$ cat config.mk
export PLATFORM = sky130hd
export DESIGN_NAME = nts_api_arbiter_flat
export DESIGN_NICKNAME = d
export VERILOG_FILES = /design/src/rtl/nts_api_arbiter_if.sv /design/src/rtl/nts_api_arbiter.sv /design/src/flat_wrapper.sv
export SDC_FILE = /design/constraint.sdc
export NUM_CORES = 1
export LEC_CHECK = 0
export CAP_MARGIN = 20
export CORE_MARGIN = 1
export CORE_UTILIZATION = 46
export CTS_CLUSTER_SIZE = 10
export DETAILED_ROUTE_END_ITERATION = 10
export GPL_TIMING_DRIVEN = 0
export PLACE_DENSITY = 0.82
export SLEW_MARGIN = 30
export SYNTH_ARGS = -nofsm -noshare
export SYNTH_HDL_FRONTEND = slang
export SYNTH_SLANG_ARGS = --single-unit
$ cat constraint.sdc
create_clock -name i_clk -period 2.3 [get_ports i_clk]
set_input_delay 0.345 -clock i_clk [delete_from_list [all_inputs] [get_ports i_clk]]
set_output_delay 0.345 -clock i_clk [all_outputs]
set_load 0.005 [all_outputs]
$ cat src/rtl/nts_api_arbiter_if.sv
// Signal bundle between the two API requesters, the arbiter and the downstream
// address-decode pipeline. The arbiter connects through the slave modport.
interface nts_api_arbiter_if;
   logic        i_req0;
   logic        i_we0;
   logic [11:0] i_addr0;
   logic [31:0] i_wdata0;
   logic        o_ack0;
   logic        o_err0;
   logic [31:0] o_rdata0;

   logic        i_req1;
   logic        i_we1;
   logic [11:0] i_addr1;
   logic [31:0] i_wdata1;
   logic        o_ack1;
   logic        o_err1;
   logic [31:0] o_rdata1;

   logic        o_api_cs;
   logic        o_api_we;
   logic [11:0] o_api_address;
   logic [31:0] o_api_write_data;
   logic [31:0] i_api_read_data;
   logic        i_api_read_data_valid;
   logic        i_api_busy;

   logic        o_grant;

   modport slave (
      input  i_req0, i_we0, i_addr0, i_wdata0,
      input  i_req1, i_we1, i_addr1, i_wdata1,
      input  i_api_read_data, i_api_read_data_valid, i_api_busy,
      output o_ack0, o_err0, o_rdata0,
      output o_ack1, o_err1, o_rdata1,
      output o_api_cs, o_api_we, o_api_address, o_api_write_data,
      output o_grant
   );

   modport master (
      output i_req0, i_we0, i_addr0, i_wdata0,
      output i_req1, i_we1, i_addr1, i_wdata1,
      output i_api_read_data, i_api_read_data_valid, i_api_busy,
      input  o_ack0, o_err0, o_rdata0,
      input  o_ack1, o_err1, o_rdata1,
      input  o_api_cs, o_api_we, o_api_address, o_api_write_data,
      input  o_grant
   );
endinterface

$ cat src/rtl/nts_api_arbiter.sv
// Round-robin arbiter sharing the NTS 12-bit API bus between the host bridge
// (requester 0) and the config sequencer (requester 1), with a response timeout.
module nts_api_arbiter #(
   parameter logic [7:0] TIMEOUT_CYCLES = 8'd16
) (
   input  logic             i_clk,
   input  logic             i_areset_n,
   nts_api_arbiter_if.slave bus
);

   typedef enum logic [1:0] {IDLE, ISSUE, WAIT, DONE} state_t;

   state_t      r_state;
   logic [7:0]  r_timer;
   logic        r_last_grant;
   logic        r_grant;
   logic        r_ack0;
   logic        r_ack1;
   logic        r_err0;
   logic        r_err1;
   logic [31:0] r_rdata0;
   logic [31:0] r_rdata1;
   logic        r_api_cs;
   logic        r_api_we;
   logic [11:0] r_api_address;
   logic [31:0] r_api_write_data;

   logic        w_any_req;
   logic        w_next_grant;
   logic        w_valid;
   logic        w_timeout;
   logic [31:0] w_resp_data;

   assign w_any_req    = bus.i_req0 | bus.i_req1;
   // Contention goes to whoever did not win last; a lone requester always wins.
   assign w_next_grant = (bus.i_req0 & bus.i_req1) ? ~r_last_grant : bus.i_req1;
   assign w_valid      = bus.i_api_read_data_valid;
   assign w_timeout    = (r_timer == (TIMEOUT_CYCLES - 8'd1));
   assign w_resp_data  = w_valid ? bus.i_api_read_data : 32'd0;

   always_ff @(posedge i_clk or negedge i_areset_n) begin
      if (!i_areset_n) begin
         r_state          <= IDLE;
         r_timer          <= 8'd0;
         r_last_grant     <= 1'b1;
         r_grant          <= 1'b1;
         r_ack0           <= 1'b0;
         r_ack1           <= 1'b0;
         r_err0           <= 1'b0;
         r_err1           <= 1'b0;
         r_rdata0         <= 32'd0;
         r_rdata1         <= 32'd0;
         r_api_cs         <= 1'b0;
         r_api_we         <= 1'b0;
         r_api_address    <= 12'd0;
         r_api_write_data <= 32'd0;
      end else begin
         // NOTE: one-cycle pulses are defaulted low here and only raised by the
         // state that owns them, so no state can leave a pulse stuck high.
         r_api_cs <= 1'b0;
         r_ack0   <= 1'b0;
         r_ack1   <= 1'b0;
         r_err0   <= 1'b0;
         r_err1   <= 1'b0;

         case (r_state)
            IDLE: begin
               if (w_any_req && !bus.i_api_busy) begin
                  r_grant          <= w_next_grant;
                  r_api_we         <= w_next_grant ? bus.i_we1    : bus.i_we0;
                  r_api_address    <= w_next_grant ? bus.i_addr1  : bus.i_addr0;
                  r_api_write_data <= w_next_grant ? bus.i_wdata1 : bus.i_wdata0;
                  r_api_cs         <= 1'b1;
                  r_state          <= ISSUE;
               end
            end

            ISSUE: begin
               r_timer <= 8'd0;
               r_state <= WAIT;
            end

            WAIT: begin
               r_timer <= r_timer + 8'd1;
               // A response arriving on the timeout cycle still counts as success.
               if (w_valid || w_timeout) begin
                  if (r_grant) begin
                     r_rdata1 <= w_resp_data;
                     r_err1   <= ~w_valid;
                     r_ack1   <= 1'b1;
                  end else begin
                     r_rdata0 <= w_resp_data;
                     r_err0   <= ~w_valid;
                     r_ack0   <= 1'b1;
                  end
                  r_state <= DONE;
               end
            end

            DONE: begin
               r_last_grant <= r_grant;
               r_state      <= IDLE;
            end

            default: r_state <= IDLE;
         endcase
      end
   end

   assign bus.o_ack0           = r_ack0;
   assign bus.o_err0           = r_err0;
   assign bus.o_rdata0         = r_rdata0;
   assign bus.o_ack1           = r_ack1;
   assign bus.o_err1           = r_err1;
   assign bus.o_rdata1         = r_rdata1;
   assign bus.o_api_cs         = r_api_cs;
   assign bus.o_api_we         = r_api_we;
   assign bus.o_api_address    = r_api_address;
   assign bus.o_api_write_data = r_api_write_data;
   assign bus.o_grant          = r_grant;

endmodule

$ cat src/flat_wrapper.sv
// flat-port wrapper written by rule: the top's interface ports become plain ports
module nts_api_arbiter_flat 
#(
   parameter logic [7:0] TIMEOUT_CYCLES = 8'd16
)
  (i_clk, i_areset_n, bus_i_req0, bus_i_we0, bus_i_addr0, bus_i_wdata0, bus_i_req1, bus_i_we1, bus_i_addr1, bus_i_wdata1, bus_i_api_read_data, bus_i_api_read_data_valid, bus_i_api_busy, bus_o_ack0, bus_o_err0, bus_o_rdata0, bus_o_ack1, bus_o_err1, bus_o_rdata1, bus_o_api_cs, bus_o_api_we, bus_o_api_address, bus_o_api_write_data, bus_o_grant);
  nts_api_arbiter_if bus_i ();
  input  logic i_clk;
  input  logic i_areset_n;
  input wire logic [$bits(bus_i.i_req0)-1:0] bus_i_req0;
  input wire logic [$bits(bus_i.i_we0)-1:0] bus_i_we0;
  input wire logic [$bits(bus_i.i_addr0)-1:0] bus_i_addr0;
  input wire logic [$bits(bus_i.i_wdata0)-1:0] bus_i_wdata0;
  input wire logic [$bits(bus_i.i_req1)-1:0] bus_i_req1;
  input wire logic [$bits(bus_i.i_we1)-1:0] bus_i_we1;
  input wire logic [$bits(bus_i.i_addr1)-1:0] bus_i_addr1;
  input wire logic [$bits(bus_i.i_wdata1)-1:0] bus_i_wdata1;
  input wire logic [$bits(bus_i.i_api_read_data)-1:0] bus_i_api_read_data;
  input wire logic [$bits(bus_i.i_api_read_data_valid)-1:0] bus_i_api_read_data_valid;
  input wire logic [$bits(bus_i.i_api_busy)-1:0] bus_i_api_busy;
  output wire logic [$bits(bus_i.o_ack0)-1:0] bus_o_ack0;
  output wire logic [$bits(bus_i.o_err0)-1:0] bus_o_err0;
  output wire logic [$bits(bus_i.o_rdata0)-1:0] bus_o_rdata0;
  output wire logic [$bits(bus_i.o_ack1)-1:0] bus_o_ack1;
  output wire logic [$bits(bus_i.o_err1)-1:0] bus_o_err1;
  output wire logic [$bits(bus_i.o_rdata1)-1:0] bus_o_rdata1;
  output wire logic [$bits(bus_i.o_api_cs)-1:0] bus_o_api_cs;
  output wire logic [$bits(bus_i.o_api_we)-1:0] bus_o_api_we;
  output wire logic [$bits(bus_i.o_api_address)-1:0] bus_o_api_address;
  output wire logic [$bits(bus_i.o_api_write_data)-1:0] bus_o_api_write_data;
  output wire logic [$bits(bus_i.o_grant)-1:0] bus_o_grant;
  assign bus_i.i_req0 = bus_i_req0;
  assign bus_i.i_we0 = bus_i_we0;
  assign bus_i.i_addr0 = bus_i_addr0;
  assign bus_i.i_wdata0 = bus_i_wdata0;
  assign bus_i.i_req1 = bus_i_req1;
  assign bus_i.i_we1 = bus_i_we1;
  assign bus_i.i_addr1 = bus_i_addr1;
  assign bus_i.i_wdata1 = bus_i_wdata1;
  assign bus_i.i_api_read_data = bus_i_api_read_data;
  assign bus_i.i_api_read_data_valid = bus_i_api_read_data_valid;
  assign bus_i.i_api_busy = bus_i_api_busy;
  assign bus_o_ack0 = bus_i.o_ack0;
  assign bus_o_err0 = bus_i.o_err0;
  assign bus_o_rdata0 = bus_i.o_rdata0;
  assign bus_o_ack1 = bus_i.o_ack1;
  assign bus_o_err1 = bus_i.o_err1;
  assign bus_o_rdata1 = bus_i.o_rdata1;
  assign bus_o_api_cs = bus_i.o_api_cs;
  assign bus_o_api_we = bus_i.o_api_we;
  assign bus_o_api_address = bus_i.o_api_address;
  assign bus_o_api_write_data = bus_i.o_api_write_data;
  assign bus_o_grant = bus_i.o_grant;
  nts_api_arbiter #(.TIMEOUT_CYCLES(TIMEOUT_CYCLES)) u_core (.i_clk(i_clk), .i_areset_n(i_areset_n), .bus(bus_i));
endmodule
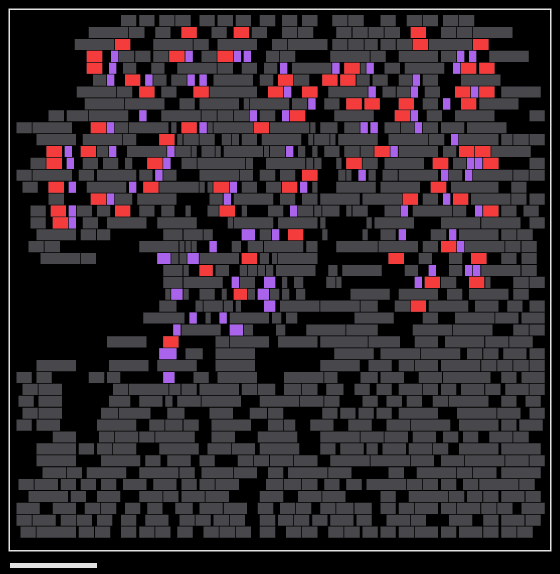
Fig. 1. Logic cells by family (run 1).
Bar = 20 um.
- inverting AOI/OAI gates: purple (cells 80; most used a21oi_1)
- AND-OR and OR-AND gates: red (cells 68; most used a21bo_2)

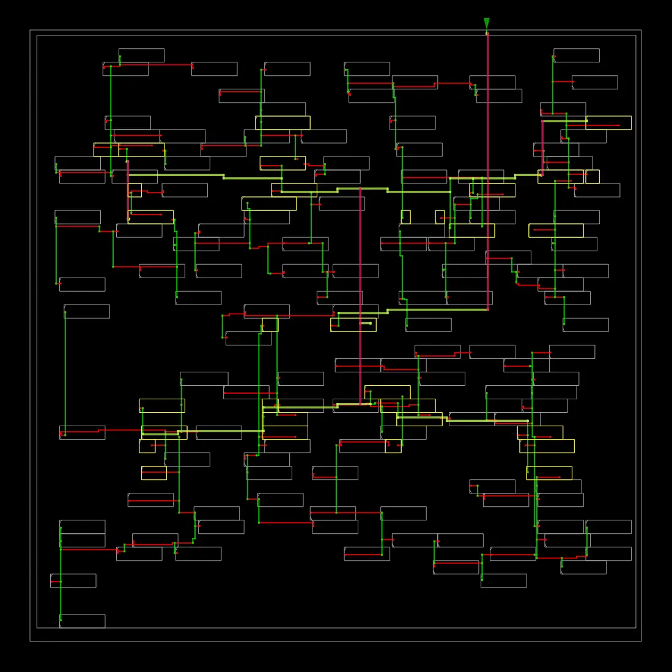
Fig. 2. Clock routing (run 1).
number of CTS-inserted buffers: 17
clk pwr: 2990 uW

==> impl_metrics.csv, run 1 <==
group,metric,value,unit
outcome,status,"complete, no violations",
drt,viasPerCell,5.50,
power_and_ir_drop,p_leak,0.00429,uW
synth,syn-cell-area,0.00679,mm2
grt,grt-ovfl-total,0,
cells_and_area,signal_buffers,291,
floorplanning,die-area,0.0152,mm2
critical_path,required,2.60,ns
drt,met1_length,8.07,mm
final_timing,whs,0.490,ns
final_timing,min_period,2.06,ns
power_and_ir_drop,clock_power_share,23.5,%
drt,wl_per_cell,19.7,um
cells_and_area,buffer_area_share,27.3,%
min_path,hold_path.class,"input port to async pin",
final_timing,setup_viol,0,
synth,ys_area,0.00679,mm2
drt,route.met2.wl,9.75,mm
flow_run,log.warning_count,29,
cells_and_area,final_common_cell,"clkdlybuf4s50_1",
synth,yosys.area_share.simple,11.6,%
cells_and_area,finish.utilization,70.1,%
clock_tree,root_buffer,"clkbuf_16",
synth,ys.flop_type,"dfrtp_1",
place,hpwl,14.3,mm
floorplanning,fp_util,46.9,%
power_and_ir_drop,p_int,8960,uW
synth,ys_seq_share,46.5,%
floorplanning,pin_count,243,
clock_tree,cts_resized,0,
grt,grt_usage,26.0,%
synth,async_flop_share,100,%
critical_path,crit_chain,"inv_1 > ha_1 > buf_4 > nand2_1 > clkbuf_1 > a21oi_1 > a21bo_2",
floorplanning,tap_cells,184,
final_timing,max_freq,486,MHz
synth,syn_avg_cell_area,13.0,um2
power_and_ir_drop,ir_drop,730,uV
synth,yosysWarnings,0,
clock_tree,clk_latency,0.41,ns
drt,top_layer_used,"met4",
critical_path,path_class,"flop to flop",
cells_and_area,antenna_cells,0,
flow_run,max_cap_viol_count,0,
cells_and_area,seq_share,31.1,%
synth,yosys-top-cells-area,"dfrtp_1 46%, mux2_4 17%, a21bo_2 8.8%",
synth,ys_types,43,
synth,ys_sh_aoi,16.4,%
clock_tree,ctsHoldBuffers,1,
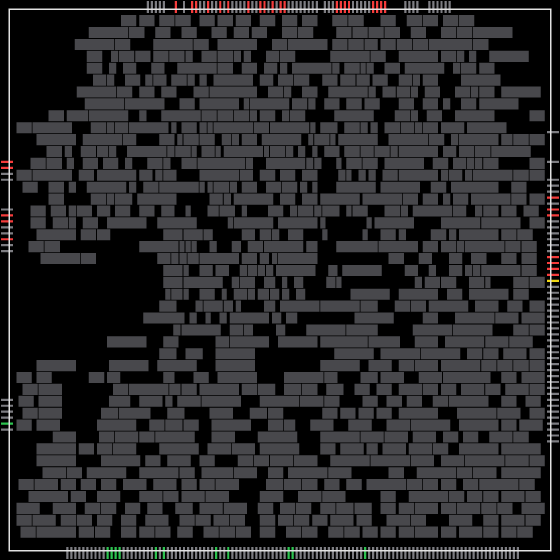
Fig. 3. Pin map (run 1).
Pins as bars across the die edge, other pins in gray.
- `bus_o_ack1`: yellow (pins 1; direction output; edge right)
- `bus_i_api_read_data`: red (pins 32; direction input; edge 20 top, 7 right, 5 left)
- `bus_i_addr1`: green (pins 12; direction input; edge 11 bottom, 1 left)
- all pins by edge: 113 bottom, 65 top, 47 right, 18 left
PortBufs: 242
Die X: 123 um

run 1: state kept, by name, summed over array words and instances (netlist names), 2 cells and up:
name	cells
u_core.bus.o_api_write_data	32
u_core.bus.o_rdata0	32
u_core.bus.o_rdata1	32
u_core.bus.o_api_address	12
u_core.r_timer	8
u_core.r_state	2
run 1: synth_stat cells (all sizes together) (2+ instances only):
cell	n
dfrtp	124
mux2	92
a21oi	66
a21bo	64
and4b	33
and4	32
clkbuf	25
buf	22
nand3	7
inv	6
ha	5
nand2b	5
o21ai	5
nor2	4
nand2	3
nor4	3
o211ai	3
a21boi	2
dfstp	2
nor3	2
or3	2
or4	2
run 1: stage by stage:
stage,total power (uW),cells
after floorplan,6800,522
after global placement,9540,948
after detailed placement,9760,949
after CTS,12800,982
after global routing,13500,982
final,12800,982
Fig. 4: run 1, sequential cells grouped by signal name
Bar = 20 um. Other sequential cells in the stronger gray, the rest of the logic in the fainter gray.
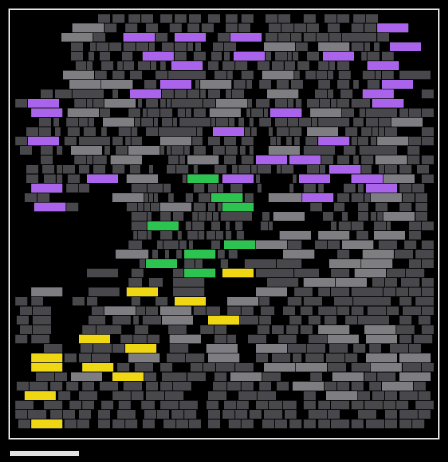

==> run 1 -> run 2 <==
CAP_MARGIN = default   (was 20)
GPL_TIMING_DRIVEN = default   (was 0)
PLACE_DENSITY = 0.89   (was 0.82)
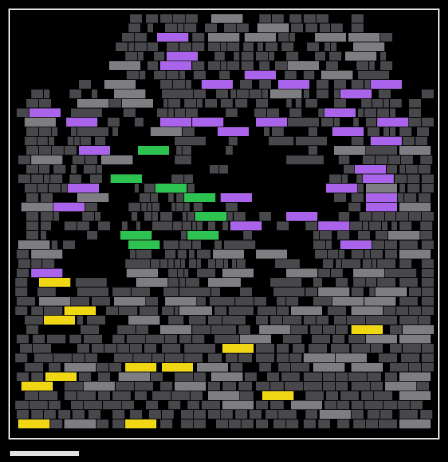
Fig. 5. Sequential cells grouped by signal name (run 2).
Bar = 20 um. Other sequential cells in the stronger gray, the rest of the logic in the fainter gray.
- `u_core.bus.o_api_address`: yellow (flops 12)
- `u_core.bus.o_rdata0`: purple (flops 32)
- `u_core.r_timer`: green (flops 8)
- not colored: 74

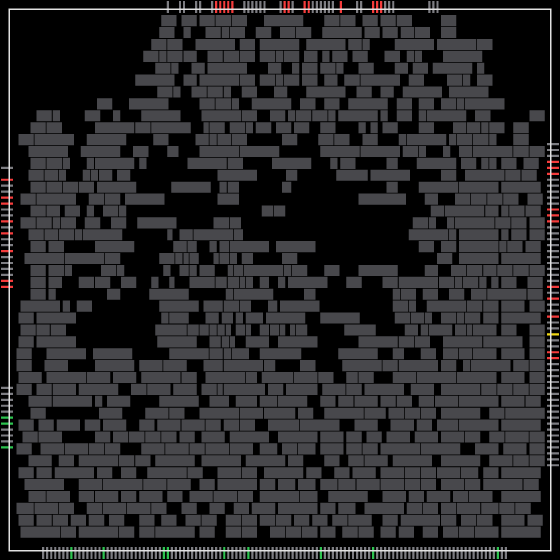
Fig. 6. Pin map (run 2).
Pins as bars across the die edge, other pins in gray.
- `bus_i_api_read_data`: red (pins 32; direction input; edge 13 top, 11 right, 8 left)
- `bus_i_addr1`: green (pins 12; direction input; edge 9 bottom, 3 left)
- `bus_o_ack1`: yellow (pins 1; direction output; edge right)
- all pins by edge: 116 bottom, 55 right, 41 top, 31 left
Die Y: 123 um

==> impl_metrics.csv, run 2 <==
group,metric,value,unit
synth,ys_sh_aoi,16.4,%
synth,ys.flop_type,"dfrtp_1",
power_and_ir_drop,clock_power_share,20.7,%
floorplanning,fp_util,46.9,%
clock_tree,clk_latency,0.42,ns
power_and_ir_drop,ir_drop,746,uV
clock_tree,cts_resized,0,
floorplanning,pin_count,243,
drt,met1_length,7.49,mm
outcome,status,"complete, no violations",
synth,ys_types,43,
synth,synthTopCellsByCount,"124 x dfrtp_1, 78 x mux2_4, 65 x a21oi_1",
cells_and_area,stdcell_count,951,
synth,yosys-top-cells-area,"dfrtp_1 46%, mux2_4 17%, a21bo_2 8.8%",
synth,ys_area,0.00679,mm2
power_and_ir_drop,p_int,8560,uW
place,hpwl,13.2,mm
place,port_buffers,242,
flow_run,log.warning_count,29,
flow_run,max_cap_viol_count,0,
synth,syn-cell-area,0.00679,mm2
drt,wl_per_cell,19.9,um
final_timing,max_freq,460,MHz
synth,syn_avg_cell_area,13.0,um2
critical_path,required,1.96,ns
final_timing,whs,0.507,ns
drt,top_layer_used,"met4",
drt,route.met2.wl,9.87,mm
clock_tree,root_buffer,"clkbuf_16",
grt,grt_usage,25.4,%
floorplanning,die-area,0.0152,mm2
grt,grt-ovfl-total,0,
cells_and_area,final_common_cell,"clkdlybuf4s50_1",
floorplanning,die_w,123,um
final_timing,setup_viol,0,
synth,yosysWarnings,0,
synth,async_flop_share,100,%
critical_path,path_class,"flop to output pin",
cells_and_area,antenna_cells,0,
synth,most_common_cell,"dfrtp_1",
synth,yosys.area_share.simple,11.6,%
drt,viasPerCell,5.67,
power_and_ir_drop,p_leak,0.00420,uW
## run 2: repair_timing
item / 4_1_cts / 5_1_grt
setup endpoints to repair: 0 / 0
hold endpoints to repair: 41 / 0
hold buffers: 1 / 0
## run 2: layout make-up
cell class	count	area [um2]	share of cell area, %
Clock buffer	23	488	4.91
Tap cell	184	230	2.32
Timing Repair Buffer	262	2660	26.7
Sequential cell	126	3160	31.7
Clock inverter	7	62.6	0.629
Inverter	6	22.5	0.227
Multi-Input combinational cell	343	3330	33.5
## run 2: metrics by stage
step	worst slack (ns)	cell area, um2	util, %	power (uW)
final	0.127	9940	68.7	12300
after global routing	0.0419	9940	68.7	13000
after CTS	0.105	9940	68.7	12400
after detailed placement	0.165	9380	64.8	9740
after global placement	0.225	9380	64.8	9440
after floorplan	0.643	6790	-	6800
==> run 2 -> run 3 <==
SLEW_MARGIN = 5   (was 30)
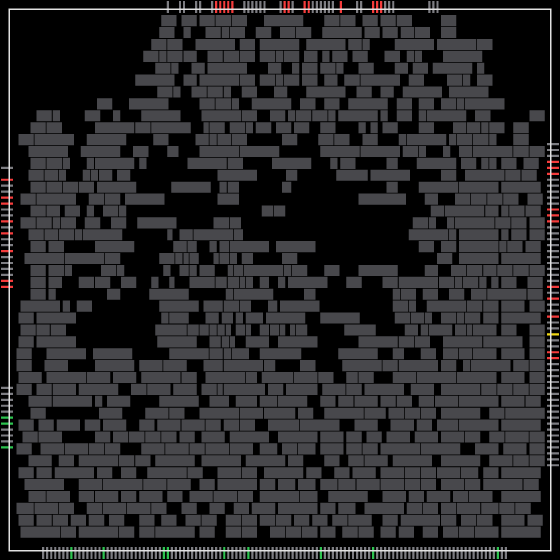
Fig. 7. Pin map (run 3).
Pins as bars across the die edge, other pins in gray.
- `bus_i_addr1`: green (pins 12; direction input; edge 9 bottom, 3 left)
- `bus_o_ack1`: yellow (pins 1; direction output; edge right)
- `bus_i_api_read_data`: red (pins 32; direction input; edge 13 top, 11 right, 8 left)

==> impl_metrics.csv, run 3 <==
group,metric,value,unit
cells_and_area,signal_buffers,262,
cells_and_area,ff_count,126,
flow_run,max_cap_viol_count,0,
flow_run,log.warning_count,29,
power_and_ir_drop,ir_drop,746,uV
grt,grt_usage,25.4,%
cells_and_area,layout.non_clock_inverters,6,
place,port_buffers,242,
synth,syn_avg_cell_area,13.0,um2
synth,ys_types,43,
synth,syn-cell-area,0.00679,mm2
min_path,hold_path.class,"flop to flop",
cells_and_area,clk_share,5.54,%
clock_tree,numCtsBuffers,17,
drt,wl_per_cell,19.9,um
clock_tree,root_buffer,"clkbuf_16",
synth,ys_seq_share,46.5,%
floorplanning,die_h,123,um
critical_path,crit_chain,"clkdlybuf4s50_1",
critical_path,path_class,"flop to output pin",
cells_and_area,finish.utilization,68.7,%
power_and_ir_drop,total_power,12300,uW
final_timing,min_period,2.17,ns
cells_and_area,biggestCellCategory,"multi-input combinational cells",
cells_and_area,buffer_area_share,26.7,%
floorplanning,die-area,0.0152,mm2
synth,ys.flop_type,"dfrtp_1",
outcome,status,"complete, no violations",
cells_and_area,design_area,0.00994,mm2
final_timing,finalWorstSetupSlack,0.127,ns
place,hpwl,13.2,mm
power_and_ir_drop,p_leak,0.00420,uW
floorplanning,die_w,123,um
cells_and_area,stdcell_count,951,
final_timing,max_freq,460,MHz
cells_and_area,final_common_cell,"clkdlybuf4s50_1",
final_timing,whs,0.507,ns
place,post-place-cells,920,
floorplanning,fp_util,46.9,%
synth,async_flop_share,100,%
critical_path,required,1.96,ns
power_and_ir_drop,p_int,8560,uW
cells_and_area,seq_share,31.7,%
synth,ys_area,0.00679,mm2
place,dpl_cell_area,0.00938,mm2
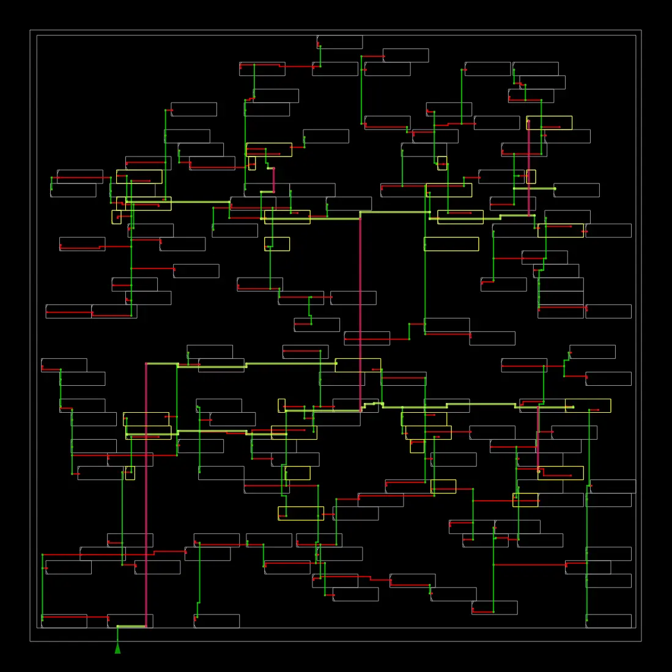
Fig. 8. Clock routing (run 3).
clkbuf count: 23
clk pwr: 2540 uW

run 3: metal layers:
metal | global-route usage [%] | vias up | wire length (um)
met2 | 44.4 | 209 | 9870
met4 | 9.86 | 0 | 451
met3 | 6.23 | 34 | 1070
met5 | 0 | - | 0
met1 | 29.8 | 2721 | 7490
li1 | - | 2427 | -
run 3: cells by family after synthesis:
group / after synthesis / share of synthesized area [%]
AND-OR/OR-AND: 148 / 16.4
adder cells (fa/ha/maj): 5 / 0.922
buffers and inverters: 53 / 4.87
flip-flops: 126 / 46.5
multiplexers: 93 / 19.7
AND/OR/NAND/NOR: 97 / 11.6
run 3: timing repair:
| item | in CTS | in global routing |
|---|---|---|
| hold endpoints to repair | 41 | 0 |
| hold buffers | 1 | 0 |
| gates resized | 0 | 0 |
Power and IR drop assume default switching activity.
